**config.mk**
```make
export PLATFORM = sky130hd
export DESIGN_NAME = mem_arbiter
export DESIGN_NICKNAME = d
export VERILOG_FILES = /design/src/rtl/rv32i_types.sv /design/src/rtl/mem_arbiter_timeout_ctr.sv /design/src/rtl/mem_arbiter.sv
export SDC_FILE = /design/constraint.sdc
export NUM_CORES = 1
export LEC_CHECK = 0
export CAP_MARGIN = 10
export CORE_MARGIN = 4
export CORE_UTILIZATION = 41
export DETAILED_ROUTE_END_ITERATION = 12
export PLACE_DENSITY = 0.86
export SETUP_SLACK_MARGIN = 0.4
export SLEW_MARGIN = 30
export SYNTH_ARGS = -nofsm -noshare
export SYNTH_HDL_FRONTEND = slang
export SYNTH_SLANG_ARGS = --single-unit
```
**constraint.sdc**
```tcl
create_clock -name clk -period 3.2 [get_ports clk]
set_input_delay 0.64 -clock clk [delete_from_list [all_inputs] [get_ports clk]]
set_output_delay 0.64 -clock clk [all_outputs]
set_load 0.02 [all_outputs]
```
**src/rtl/rv32i_types.sv**
```systemverilog
// Shared types for the instruction/data memory arbiter.
//   arb_state_t : arbiter FSM states (IDLE, SERVE_I, SERVE_D)
//   req_id_t    : requester identity used for round-robin tie breaking
//   mem_req_t   : request image latched on the grant edge and driven onto
//                 the shared memory port
package rv32i_types;

    localparam int unsigned ADDR_W = 32;
    localparam int unsigned DATA_W = 32;
    localparam int unsigned MASK_W = 4;

    typedef enum logic [1:0] {
        IDLE    = 2'd0,
        SERVE_I = 2'd1,
        SERVE_D = 2'd2
    } arb_state_t;

    typedef enum logic {
        IMEM = 1'b0,
        DMEM = 1'b1
    } req_id_t;

    typedef struct packed {
        logic [ADDR_W-1:0] addr;
        logic [MASK_W-1:0] rmask;
        logic [MASK_W-1:0] wmask;
        logic [DATA_W-1:0] wdata;
    } mem_req_t;

    // Fetches never write; the write fields are zero.
    function automatic mem_req_t make_imem_req(
        input logic [ADDR_W-1:0] addr,
        input logic [MASK_W-1:0] rmask
    );
        mem_req_t req;
        req.addr  = addr;
        req.rmask = rmask;
        req.wmask = {MASK_W{1'b0}};
        req.wdata = {DATA_W{1'b0}};
        return req;
    endfunction

    // A store suppresses any read mask presented alongside it.
    function automatic mem_req_t make_dmem_req(
        input logic [ADDR_W-1:0] addr,
        input logic [MASK_W-1:0] rmask,
        input logic [MASK_W-1:0] wmask,
        input logic [DATA_W-1:0] wdata
    );
        mem_req_t req;
        req.addr  = addr;
        req.wmask = wmask;
        req.wdata = wdata;
        if (wmask != {MASK_W{1'b0}}) begin
            req.rmask = {MASK_W{1'b0}};
        end else begin
            req.rmask = rmask;
        end
        return req;
    endfunction

endpackage

```
**src/rtl/mem_arbiter_timeout_ctr.sv**
```systemverilog
// Busy-cycle watchdog for the shared memory port.
//   clk, rst_n : clock, asynchronous active-low reset
//   clear      : grant edge, restarts the count
//   busy       : a transaction is in service this cycle
//   done       : memory completes the transaction this cycle
//   err        : sticky, set once TIMEOUT busy cycles have elapsed
module mem_timeout_ctr #(
    parameter int unsigned TIMEOUT = 1024
) (
    input  logic clk,
    input  logic rst_n,
    input  logic clear,
    input  logic busy,
    input  logic done,
    output logic err
);

    localparam int unsigned CW = $clog2(TIMEOUT + 1);
    localparam logic [CW-1:0] LIMIT = CW'(TIMEOUT);
    localparam logic [CW-1:0] ONE   = CW'(1);

    logic [CW-1:0] r_count;
    logic [CW-1:0] w_count_next;
    logic          r_err;

    // Next count: clear on grant, count stalled busy cycles, saturate at LIMIT.
    always_comb begin
        w_count_next = r_count;
        if (clear) begin
            w_count_next = {CW{1'b0}};
        end else if (busy && !done && (r_count != LIMIT)) begin
            w_count_next = r_count + ONE;
        end else begin
            w_count_next = r_count;
        end
    end

    // Count register and sticky error flag; err rises on the edge the count reaches LIMIT.
    always_ff @(posedge clk or negedge rst_n) begin
        if (!rst_n) begin
            r_count <= {CW{1'b0}};
            r_err   <= 1'b0;
        end else begin
            r_count <= w_count_next;
            r_err   <= r_err | (w_count_next == LIMIT);
        end
    end

    assign err = r_err;

endmodule

```
**src/rtl/mem_arbiter.sv**
```systemverilog
// Two-requester arbiter sharing one memory port between instruction fetch
// (imem) and load/store (dmem). Ties alternate between requesters.
//   clk, rst_n                        : clock, asynchronous active-low reset
//   imem_addr/rmask -> rdata/resp     : fetch request and completion
//   dmem_addr/rmask/wmask/wdata -> rdata/resp : load/store request and completion
//   mem_addr/rmask/wmask/wdata        : shared port request (registered)
//   mem_rdata/resp                    : shared port data and completion
//   err                               : sticky busy-timeout flag
module mem_arbiter
    import rv32i_types::*;
#(
    parameter int unsigned TIMEOUT = 1024
) (
    input  logic        clk,
    input  logic        rst_n,
    input  logic [31:0] imem_addr,
    input  logic [3:0]  imem_rmask,
    output logic [31:0] imem_rdata,
    output logic        imem_resp,
    input  logic [31:0] dmem_addr,
    input  logic [3:0]  dmem_rmask,
    input  logic [3:0]  dmem_wmask,
    input  logic [31:0] dmem_wdata,
    output logic [31:0] dmem_rdata,
    output logic        dmem_resp,
    output logic [31:0] mem_addr,
    output logic [3:0]  mem_rmask,
    output logic [3:0]  mem_wmask,
    output logic [31:0] mem_wdata,
    input  logic [31:0] mem_rdata,
    input  logic        mem_resp,
    output logic        err
);

    arb_state_t r_state;
    arb_state_t w_next_state;
    req_id_t    r_last_grant;
    mem_req_t   r_req;
    logic       w_imem_pend;
    logic       w_dmem_pend;
    logic       w_grant;
    logic       w_busy;

    assign w_imem_pend = (imem_rmask != 4'h0);
    assign w_dmem_pend = (dmem_rmask != 4'h0) || (dmem_wmask != 4'h0);
    assign w_grant     = (r_state == IDLE) && (w_next_state != IDLE);
    assign w_busy      = (r_state != IDLE);

    // State register.
    always_ff @(posedge clk or negedge rst_n) begin
        if (!rst_n) begin
            r_state <= IDLE;
        end else begin
            r_state <= w_next_state;
        end
    end

    // Next-state logic: arbitrate only in IDLE, leave service on mem_resp.
    always_comb begin
        w_next_state = r_state;
        case (r_state)
            IDLE: begin
                if (w_imem_pend && w_dmem_pend) begin
                    // Tie: favour whoever was not served last.
                    w_next_state = (r_last_grant == IMEM) ? SERVE_D : SERVE_I;
                end else if (w_imem_pend) begin
                    w_next_state = SERVE_I;
                end else if (w_dmem_pend) begin
                    w_next_state = SERVE_D;
                end else begin
                    w_next_state = IDLE;
                end
            end
            SERVE_I, SERVE_D: begin
                if (mem_resp) begin
                    w_next_state = IDLE;
                end else begin
                    w_next_state = r_state;
                end
            end
            default: begin
                w_next_state = IDLE;
            end
        endcase
    end

    // Output logic: completion is forwarded combinationally in the resp cycle.
    always_comb begin
        imem_resp  = 1'b0;
        imem_rdata = 32'h0000_0000;
        dmem_resp  = 1'b0;
        dmem_rdata = 32'h0000_0000;
        case (r_state)
            SERVE_I: begin
                if (mem_resp) begin
                    imem_resp  = 1'b1;
                    imem_rdata = mem_rdata;
                end else begin
                    imem_resp  = 1'b0;
                end
            end
            SERVE_D: begin
                if (mem_resp) begin
                    dmem_resp  = 1'b1;
                    dmem_rdata = mem_rdata;
                end else begin
                    dmem_resp  = 1'b0;
                end
            end
            default: begin
                imem_resp = 1'b0;
                dmem_resp = 1'b0;
            end
        endcase
    end

    // Request latch and last-grant tracking. The latch is cleared on completion
    // so the port masks read zero whenever the arbiter is idle.
    always_ff @(posedge clk or negedge rst_n) begin
        if (!rst_n) begin
            r_req        <= {$bits(mem_req_t){1'b0}};
            r_last_grant <= IMEM;
        end else if (w_grant) begin
            if (w_next_state == SERVE_I) begin
                r_req <= make_imem_req(imem_addr, imem_rmask);
            end else begin
                r_req <= make_dmem_req(dmem_addr, dmem_rmask, dmem_wmask, dmem_wdata);
            end
        end else if (w_busy && mem_resp) begin
            r_req        <= {$bits(mem_req_t){1'b0}};
            r_last_grant <= (r_state == SERVE_D) ? DMEM : IMEM;
        end else begin
            r_req        <= r_req;
            r_last_grant <= r_last_grant;
        end
    end

    assign mem_addr  = r_req.addr;
    assign mem_rmask = r_req.rmask;
    assign mem_wmask = r_req.wmask;
    assign mem_wdata = r_req.wdata;

    mem_timeout_ctr #(
        .TIMEOUT (TIMEOUT)
    ) u_timeout (
        .clk   (clk),
        .rst_n (rst_n),
        .clear (w_grant),
        .busy  (w_busy),
        .done  (mem_resp),
        .err   (err)
    );

endmodule
```
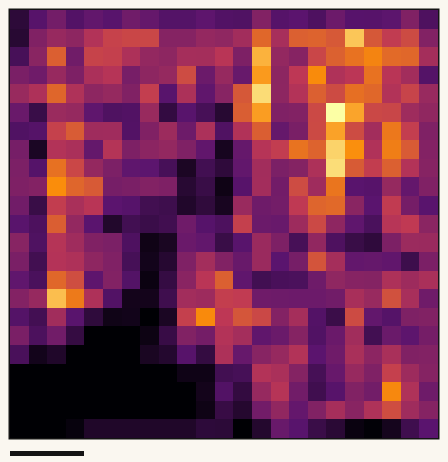
Run 1: signal metal coverage by tile
Scale bar: 20 µm. 23 x 23 tiles, from black (low) to pale yellow (high), scaled to the fullest tile. Values are wire area over tile area, all layers added.
densest ninth of the die: top right
emptiest ninth of the die: bottom left
fullest tile: 0.68
tiles over half the peak: 18%

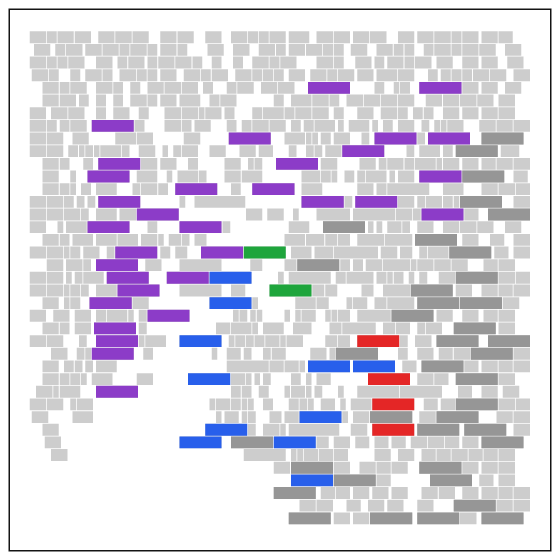
Run 1: sequential cells coloured by netlist name
| colour | name in the netlist | placed flops |
|---|---|---|
| green | r_state | 2 |
| blue | u_timeout.r_count | 11 |
| red | mem_wmask | 4 |
| purple | mem_addr | 32 |

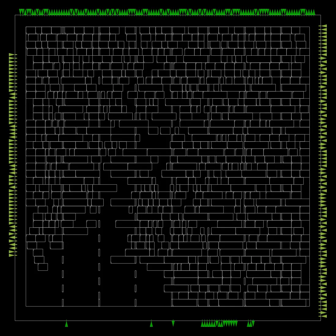
Run 1: placed standard cells
num rows: 39
Tap Count: 143
Seq area share: 27.1%

==> flow_summary.toml, run 1 <==
# synthesis and place-and-route metrics
[pwr]
switching_share_pct = 44.6
seq_power_share_pct = 23.8
seq_cell_power_mw = 1.82
p_leak_nw = 3.60
power.net_switching_mw = 3.41
top_power_group = "combinational cells"
p_comb_mw = 4.69
power_density_mw_per_mm2 = 952
total_power_mw = 7.65

[yosys]
async_flop_share_pct = 100
synth_area_leader_cell = "dfrtp_1"
synthCells = 480
seq_area_frac_synth_pct = 45.5
synth_warnings = 0
syn_area_mm2 = 0.00478
aoi_share_pct = 19.2
numSynthFlops = 87
fp_nets = 629
top_logic_kind = "simple AND/OR/NAND/NOR gates"
ys_sh_simple_pct = 26.0
top_cell_area_share_pct = 45.5
syn_area_per_cell_um2 = 9.97
yosysCellCount = 480

[final_timing]
finalClockPeriodUsage_pct = 86.1
fmax_mhz = 363
clock_skew_ns = 0.00985
fin_crit_ns = 2.75
tns_ns = 0
worst_pin_slew_ns = 0.774

[place]
preCtsSetupSlack_ns = 0.215
place_area_mm2 = 0.00769
gp_congestion = 0.856
port_buffers = 281

[global_route]
grt_pass1_wl_mm = 26.7
grt_use_total_pct = 25.0
antenna_found_initial = 0
grt_start_max_net_pins = 88
grt_pass1_vias = 4872

[route]
vias = 5045
routed_via_density = 5.71
wire_per_inst_um = 20.4
post-route-drc-count = 0

[setup_path]
cp-start-kind = "flip-flop"
r2r_setup_slack_ns = 0.84
crit_buf_inv = 3
crit_end = "imem_rdata[15]"
crit_required_ns = 2.56
worst_r2r_path_depth = 8
slowest_delay_ns = 0.63
critPathMaxFanout = 33
cp_top_family = "buffers and inverters"

[clock_tree]
clk_pin_slew_worst_paths_ns = 0.07
cts_resized = 3
numCtsBuffers = 9

[die]
die_w_um = 116
pin_count = 282

[outcome]
status = "finished, final reports clean"

[final_layout]
final_cell_area_mm2 = 0.00804
diodes = 0
syn2layout_area_growth_pct = 68.0
post-route-util_pct = 70.4
[run 1: flip-flops by register name, summed over array words and instances (netlist names)]
name / flops
r_last_grant: 1
mem_wdata: 32
mem_wmask: 4
mem_addr: 32
r_state: 2
u_timeout.r_count: 11
mem_rmask: 4
u_timeout.err: 1
[run 1: synthesized netlist by cell type (all sizes together) (4+ instances only)]
cell / number
a21oi: 6
a22o: 38
and3: 65
buf: 23
clkbuf: 26
dfrtp: 87
ha: 6
inv: 7
nand2: 44
nand3: 38
nand4: 40
nor2: 20
nor3: 4
o211ai: 32
o311ai: 4
xnor2: 6
xor2: 4
[run 1: per-layer routing]
layer | GRT usage, % | up-vias | wire length, µm
met1 | 32.8 | 2452 | 7090
met2 | 38.9 | 253 | 8520
met3 | 9.56 | 35 | 2020
met5 | 0 | - | 0
li1 | - | 2305 | -
met4 | 7.27 | 0 | 385
[run 1: stage by stage]
| step | hold WS [ns] | std cells |
|---|---|---|
| 5_1_grt | 0.431 | 884 |
| 3_5_place_dp | 0.463 | 868 |
| 4_1_cts | 0.392 | 884 |
| 2_1_floorplan | 0.344 | 480 |
| 3_3_place_gp | 0.466 | 868 |
| 6_report | 0.359 | 884 |
[run 1: cell usage in the layout (no fill, tap or decap), types with 4 or more instances in the layout]
cell type,instances
nand3_1,38
ha_1,6
buf_4,9
nor2_1,20
a22o_1,37
nand4_1,40
dfrtp_1,87
and3_1,65
nor3_1,4
nand2_1,44
xnor2_1,6
clkbuf_16,9
o211ai_2,30
xor2_1,4
clkdlybuf4s50_1,274
inv_1,7
o311ai_2,4
[run 1: final cells by class]
class,instances,area (µm²)
Timing Repair Buffer,294,2960
Inverter,7,26.3
Clock buffer,9,225
Sequential cell,87,2180
Clock inverter,7,95.1
Multi-Input combinational cell,337,2370
Fill cell,817,3380
Tap cell,143,179
==> run 2, diff against run 1 <==
--- a/config.mk
+++ b/config.mk
@@ -7,9 +7,8 @@
 export LEC_CHECK = 0
 export CAP_MARGIN = 10
 export CORE_MARGIN = 4
-export CORE_UTILIZATION = 41
+export CORE_UTILIZATION = 25
 export DETAILED_ROUTE_END_ITERATION = 12
-export PLACE_DENSITY = 0.86
 export SETUP_SLACK_MARGIN = 0.4
 export SLEW_MARGIN = 30
 export SYNTH_ARGS = -nofsm -noshare
==> run 2 against run 1 <==
  * Sequential share of layout area is 0.48 points lower
  * Register-to-register slack worse by 0.07 ns
  * Wire length is 0.86% lower
  * Clock power hardly changed
  * First-iteration DRC count is 32% lower
  * Sequential power hardly changed
  * Critical path type unchanged
  * Largest power group unchanged
  * Highest routed layer unchanged
==> flow_summary.toml, run 2 <==
# synthesis and place-and-route metrics
[outcome]
status = "finished, final reports clean"

[yosys]
synthCells = 480
yosysCellCount = 480
synth_area_leader_cell = "dfrtp_1"
fp_nets = 629
yosysMostFrequentCell = "dfrtp_1"
synthTopCellsByArea = "dfrtp_1 46%, and3_1 8.5%, o211ai_2 7.8%"
syn_area_per_cell_um2 = 9.97
syn_area_mm2 = 0.00478
seq_area_frac_synth_pct = 45.5
async_flop_share_pct = 100
synth_warnings = 0
top_cells_by_count = "87 x dfrtp_1, 65 x and3_1, 44 x nand2_1"
top_cell_area_share_pct = 45.5
numSynthFlops = 87

[pwr]
total_power_mw = 7.62
switching_share_pct = 44.0
seq_power_share_pct = 23.7
p_leak_nw = 3.70
power_density_mw_per_mm2 = 932

[final_layout]
diodes = 0
lay_top_cells = "268 x clkdlybuf4s50_1, 87 x dfrtp_1, 65 x and3_1"
final_cell_area_mm2 = 0.00818
syn2layout_area_growth_pct = 71.0
lay_top_count = "clkdlybuf4s50_1"
final_cells = 977
post-route-util_pct = 43.6

[global_route]
grt_start_max_net_pins = 71
grtUsageMet3_pct = 3.35
grt.busiest_layer = "met2"
grt_use_total_pct = 16.1
use_met1_pct = 21.7
grt_pass1_vias = 4828
grtUsageMet2_pct = 25.8
grt_pass1_wl_mm = 27.8
antenna_found_initial = 0

[route]
routed.top_layer = "met4"
post-route-drc-count = 0
route.met3.wl_mm = 1.16
wl_met2_mm = 8.26
wl_met1_mm = 8.06
wire_per_inst_um = 18.3
routed_via_density = 4.98
vias = 4865

[final_timing]
worst_pin_slew_ns = 0.835
fin_crit_ns = 2.71
tns_ns = 0
rsz0062_at_grt = "true"
fmax_mhz = 369
clock_skew_ns = 0.0102
finalClockPeriodUsage_pct = 84.7
whs_ns = 0.275

[clock_tree]
clk_pin_slew_worst_paths_ns = 0.06
cts_resized = 5
clock-sinks = 87
numCtsBuffers = 9
clockBufferDepth = 2

[setup_path]
r2r_setup_slack_ns = 0.77
timing.rr.start = "r_state[0]$_DFF_PN0_"
worstSetupPathType = "flip-flop to output pin"
worst_r2r_path_depth = 8
critPathMaxFanout = 33
critPathArrivalTime_ns = 2.07
cp-start-kind = "flip-flop"
crit_required_ns = 2.56

[place]
place_area_mm2 = 0.00784
port_buffers = 281
gp_congestion = 0.905
placed_cells = 962
preCtsSetupSlack_ns = 0.200

[die]
die_w_um = 146
placementRows = 50
pin_count = 282
run 2: final cells by class:
cell class / count / area, µm²
Tap cell: 234 / 293
Fill cell: 1798 / 10600
Clock inverter: 3 / 67.6
Sequential cell: 87 / 2180
Timing Repair Buffer: 297 / 3000
Inverter: 7 / 26.3
Clock buffer: 12 / 246
Multi-Input combinational cell: 337 / 2370
run 2: worst max-delay path by stage:
| stage | startpoint | end | slack [ns] | cells past startpoint |
|---|---|---|---|---|
| after floorplan | imem_rmask[0] | mem_addr[10]$_DFFE_PN0P_ | 0.92 | 7 |
| after global placement | imem_rmask[0] | mem_rmask[2]$_DFFE_PN0P_ | 0.24 | 7 |
| after detailed placement | imem_rmask[0] | mem_addr[13]$_DFFE_PN0P_ | 0.20 | 7 |
| after CTS | r_state[1]$_DFF_PN0_ | imem_rdata[21] | 0.41 | 5 |
| after global routing | r_state[1]$_DFF_PN0_ | imem_rdata[24] | 0.39 | 5 |
| final | r_state[1]$_DFF_PN0_ | imem_rdata[24] | 0.49 | 5 |
run 2: kinds of logic after synthesis:
| group | synth area share (%) |
|---|---|
| fa+ha+maj | 1.57 |
| compound gates | 19.2 |
| buf+inv | 5.41 |
| simple gates | 26.0 |
| xor+xnor | 1.83 |
| mux | 0.445 |
| flops | 45.5 |
run 2: critical path: stages, from the launching register on:
cell and delay (ns):
dfrtp_1 0.42, inv_1 0.10, ha_1 0.18, buf_6 0.23
and3_1 0.18, clkdlybuf4s50_1 0.62
run 2: power by group through the flow:
stage               Clock (mW)  Combinational (mW)  Sequential (mW)
finish                    1.11                4.70             1.81
global route              1.20                5.04             1.86
CTS                       1.16                4.75             1.81
detailed placement           0                4.74             1.82
global placement             0                4.66             1.82
floorplan                    0                2.36             2.26
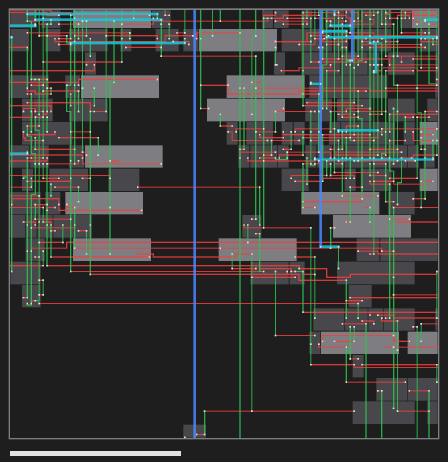
Run 2: zoomed window
Scale bar: 20 µm. Window x 12 to 62, y 12 to 62 µm. Cells in grey, sequential cells in the stronger grey; small squares are vias.
| colour | layer |
|---|---|
| green | M2 |
| red | M1 |
| blue | M4 |
| cyan | M3 |
netlist names of flops here include: mem_addr (7), u_timeout.r_count (4)
most frequent: nor2_1 (13), dfrtp_1 (12)
cells with their middle in the window: 107
sequential cells in the window: 12

==> run 3, diff against run 2 <==
==> constraint.sdc (replaced) <==
create_clock -name clk -period 2.54 [get_ports clk]
set_input_delay 0.508 -clock clk [delete_from_list [all_inputs] [get_ports clk]]
set_output_delay 0.508 -clock clk [all_outputs]
set_load 0.02 [all_outputs]
==> run 3 against run 2 <==
  * Clock power grew 21%
  * Hold slack lost 0.080 ns
  * Die area is the same
  * Total power grew 36%
  * Sequential share of layout area shrank 0.62 points
  * Worst setup slack lost 0.11 ns
  * Synthesized cell count is the same
  * Register-to-register slack lost 0.30 ns
  * Via count grew 5.2%
  * Combinational power grew 43%
  * Final cell count grew 3.5%
  * Final area grew 2.5%
  * Critical path type unchanged
  * Largest cell class unchanged
==> flow_summary.toml, run 3 <==
# synthesis and place-and-route metrics
[global_route]
antenna_found_initial = 4
grt.busiest_layer = "met2"
grt_pass1_vias = 5179
grt_start_max_net_pins = 67
grtUsageMet2_pct = 30.4
grtUsageMet3_pct = 3.69
grt_use_total_pct = 16.6
use_met1_pct = 19.0
gr-total-overflow = 0
grt_pass1_wl_mm = 28.8

[route]
routed_wirelength_mm = 19.0
ant_nets = 0
route.met3.wl_mm = 1.12
routed.top_layer = "met5"
drt_iter0_drc = 306
post-route-drc-count = 0
dr.pass1.iters = 5
wl_met1_mm = 7.47
vias = 5117
wire_per_inst_um = 18.8
routed_via_density = 5.06
wl_met2_mm = 9.99

[yosys]
fp_nets = 629
synthCells = 480
synth_area_leader_cell = "dfrtp_1"
synth_warnings = 0
edf_count = 0
yosysChipArea_mm2 = 0.00478
numSynthFlops = 87
yosysMostFrequentCell = "dfrtp_1"
synthTopCellsByArea = "dfrtp_1 46%, and3_1 8.5%, o211ai_2 7.8%"
synthFlopType = "dfrtp_1"
async_flop_share_pct = 100
top_cells_by_count = "87 x dfrtp_1, 65 x and3_1, 44 x nand2_1"
top_cell_area_share_pct = 45.5
syn_area_mm2 = 0.00478
synth_cell_types = 46
seq_area_frac_synth_pct = 45.5
syn_area_per_cell_um2 = 9.97
yosysCellCount = 480

[clock_tree]
clk_pin_slew_worst_paths_ns = 0.07
clock_latency_ns = 0.34
cts_tree = "yes"
clock-sinks = 87
htreeDepth = 3
root_buffer = "clkbuf_16"
clockBufferDepth = 2
numCtsBuffers = 9

[final_timing]
maxSlewViolCount = 0
clock_skew_ns = 0.00461
whs_ns = 0.195
setup_viol = 0
setup_slack_ns = 0.381
finalClockPeriodUsage_pct = 85.0
fin_crit_ns = 2.16
rsz0062_at_grt = "true"
worst_pin_slew_ns = 0.672
tns_ns = 0
fmax_mhz = 463
finalHoldViolCount = 0
slew_headroom_pct = 55.2

[die]
placementRows = 50
core_mm2 = 0.0188
chipHeight_um = 146
pin_count = 282
fp-utilization_pct = 25.5
die_w_um = 146
dieArea_mm2 = 0.0214

[run]
maxCapViolations = 0
warnings = 32

[pwr]
seq_power_share_pct = 22.0
power_clock_mw = 1.34
internal_power_mw = 5.82
p_comb_mw = 6.74
seq_cell_power_mw = 2.28
power_density_mw_per_mm2 = 1240
combPwrFrac_pct = 65.1
top_power_group = "combinational cells"
clockPowerShare_pct = 12.9
switching_share_pct = 43.8
vdd_ir_drop_max_v = 0.000614
p_leak_nw = 3.93
total_power_mw = 10.4
power.net_switching_mw = 4.53

[setup_path]
crit_required_ns = 2.03
worst_r2r_path_depth = 7
cp-start-kind = "flip-flop"
worst_setup_path_end_kind = "output pin"
critPathArrivalTime_ns = 1.65
worstSetupPathType = "flip-flop to output pin"
critPathMaxFanout = 17

[final_layout]
drive_gt1_share_pct = 23.6
lay_top_cells = "203 x clkdlybuf4s50_1, 85 x dfrtp_1, 64 x and3_1"
lay_top_count = "clkdlybuf4s50_1"
final_cell_area_mm2 = 0.00838
syn2layout_area_growth_pct = 75.3
nets = 918
final_cells = 1011
post-route-util_pct = 44.7
fillers = 1791

[outcome]
status = "finished, final reports clean"

[worst_hold_path]
hold_class = "primary input to asynchronous set/reset pin"

[place]
preCtsSetupSlack_ns = -0.168
port_buffers = 281
gp_congestion = 0.845
place_hpwl_mm = 14.1
place_area_mm2 = 0.00804
placed_cells = 978
run 3: final cells by class:
class	count	area, µm²	share of cell area (%)
inverter	7	26.3	0.313
antenna	3	7.51	0.0895
clock inverter	7	72.6	0.866
multi-input combinational	337	2450	29.2
sequential	87	2180	26.0
timing repair buffer	327	3130	37.4
tap	234	293	3.49
clock buffer	9	225	2.69
run 3: cells by family (layout without fill, tap and decap cells):
logic type                 after synthesis  count (layout)  synth area share (%)
AOI/OAI and AO/OA                       90              90                  19.2
xor gates and xnor gates                10              10                  1.83
adders and majority gates                6               6                  1.57
buffers and inverters                   56             350                  5.41
DFF                                     87              87                  45.5
muxes                                    2               2                 0.445
other                                    0               3                     0
and+or+nand+nor                        229             229                  26.0
run 3: worst paths after layout:
| kind | slack [ns] | endpoint | from |
|---|---|---|---|
| worst max-delay path | 0.38 | dmem_rdata[12] | r_state[1]$_DFF_PN0_ |
| worst min-delay path | 0.19 | mem_addr[10]$_DFFE_PN0P_ | rst_n |
| worst max register to register | 0.47 | u_timeout.err$_DFF_PN0_ | r_state[1]$_DFF_PN0_ |
| worst min register to register | 0.47 | u_timeout.err$_DFF_PN0_ | u_timeout.err$_DFF_PN0_ |
| max in group asynchronous | 1.64 | u_timeout.r_count[1]$_DFF_PN0_ | rst_n |
| min in group clk | 0.47 | u_timeout.err$_DFF_PN0_ | u_timeout.err$_DFF_PN0_ |
run 3: worst max-delay path, stage by stage (launching register included):
cell and delay (ns):
dfrtp_1 0.38, buf_4 0.15, ha_4 0.18, buf_12 0.15, and3_1 0.17, clkdlybuf4s15_1 0.28
run 3: repair_timing:
action,CTS,global route
cloned,2,1
gates resized,239,58
endpoints found under the setup margin,138,130
endpoints found under the hold margin,0,0
buffers inserted,6,5
hold buffers,0,0
pin swaps,4,3
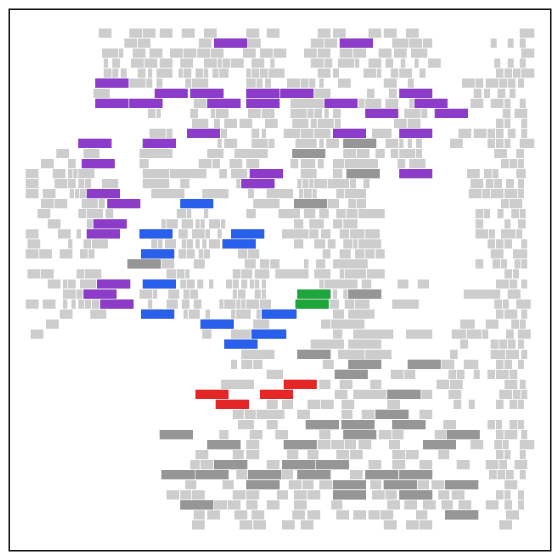
Run 3: sequential cells coloured by netlist name
| colour | name in the netlist | placed flops |
|---|---|---|
| red | mem_wmask | 4 |
| green | r_state | 2 |
| purple | mem_addr | 32 |
| blue | u_timeout.r_count | 11 |
not coloured: 38


==> layout pictures side by side <==
Placed cells, one colour a class.
Fill, decap, tap and diode cells in grey.
picture 1
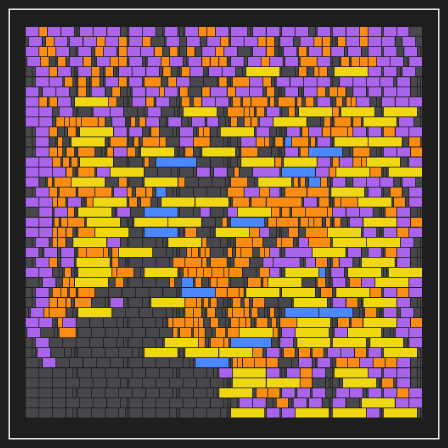
picture 2
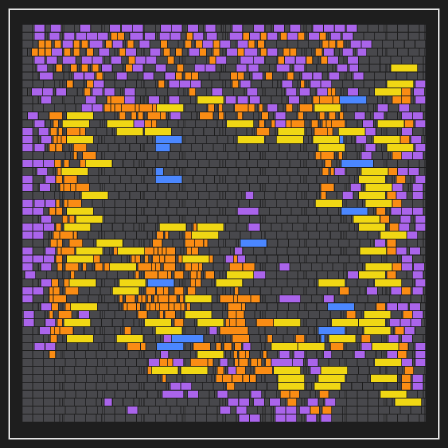
picture 3
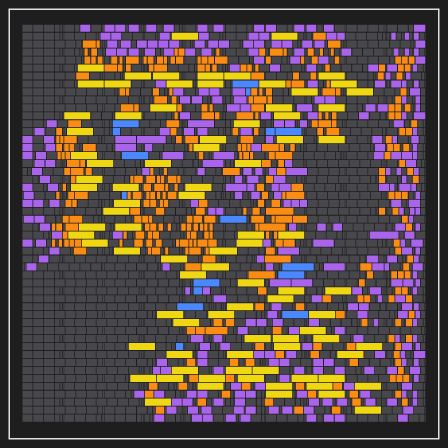
- highest utilization: picture 1
picture 3: run 3
picture 2: run 2
picture 1: run 1

Key to picture 1:
| colour | class | cells | share of their area |
|---|---|---|---|
| purple | remaining buffers and delay cells | 294 | 38% |
| yellow | registers | 87 | 28% |
| orange | remaining logic cells | 344 | 31% |
| blue | clock drivers and dummy loads | 16 | 4.1% |

No activity file was given, so power comes from the tool's default toggle rates.
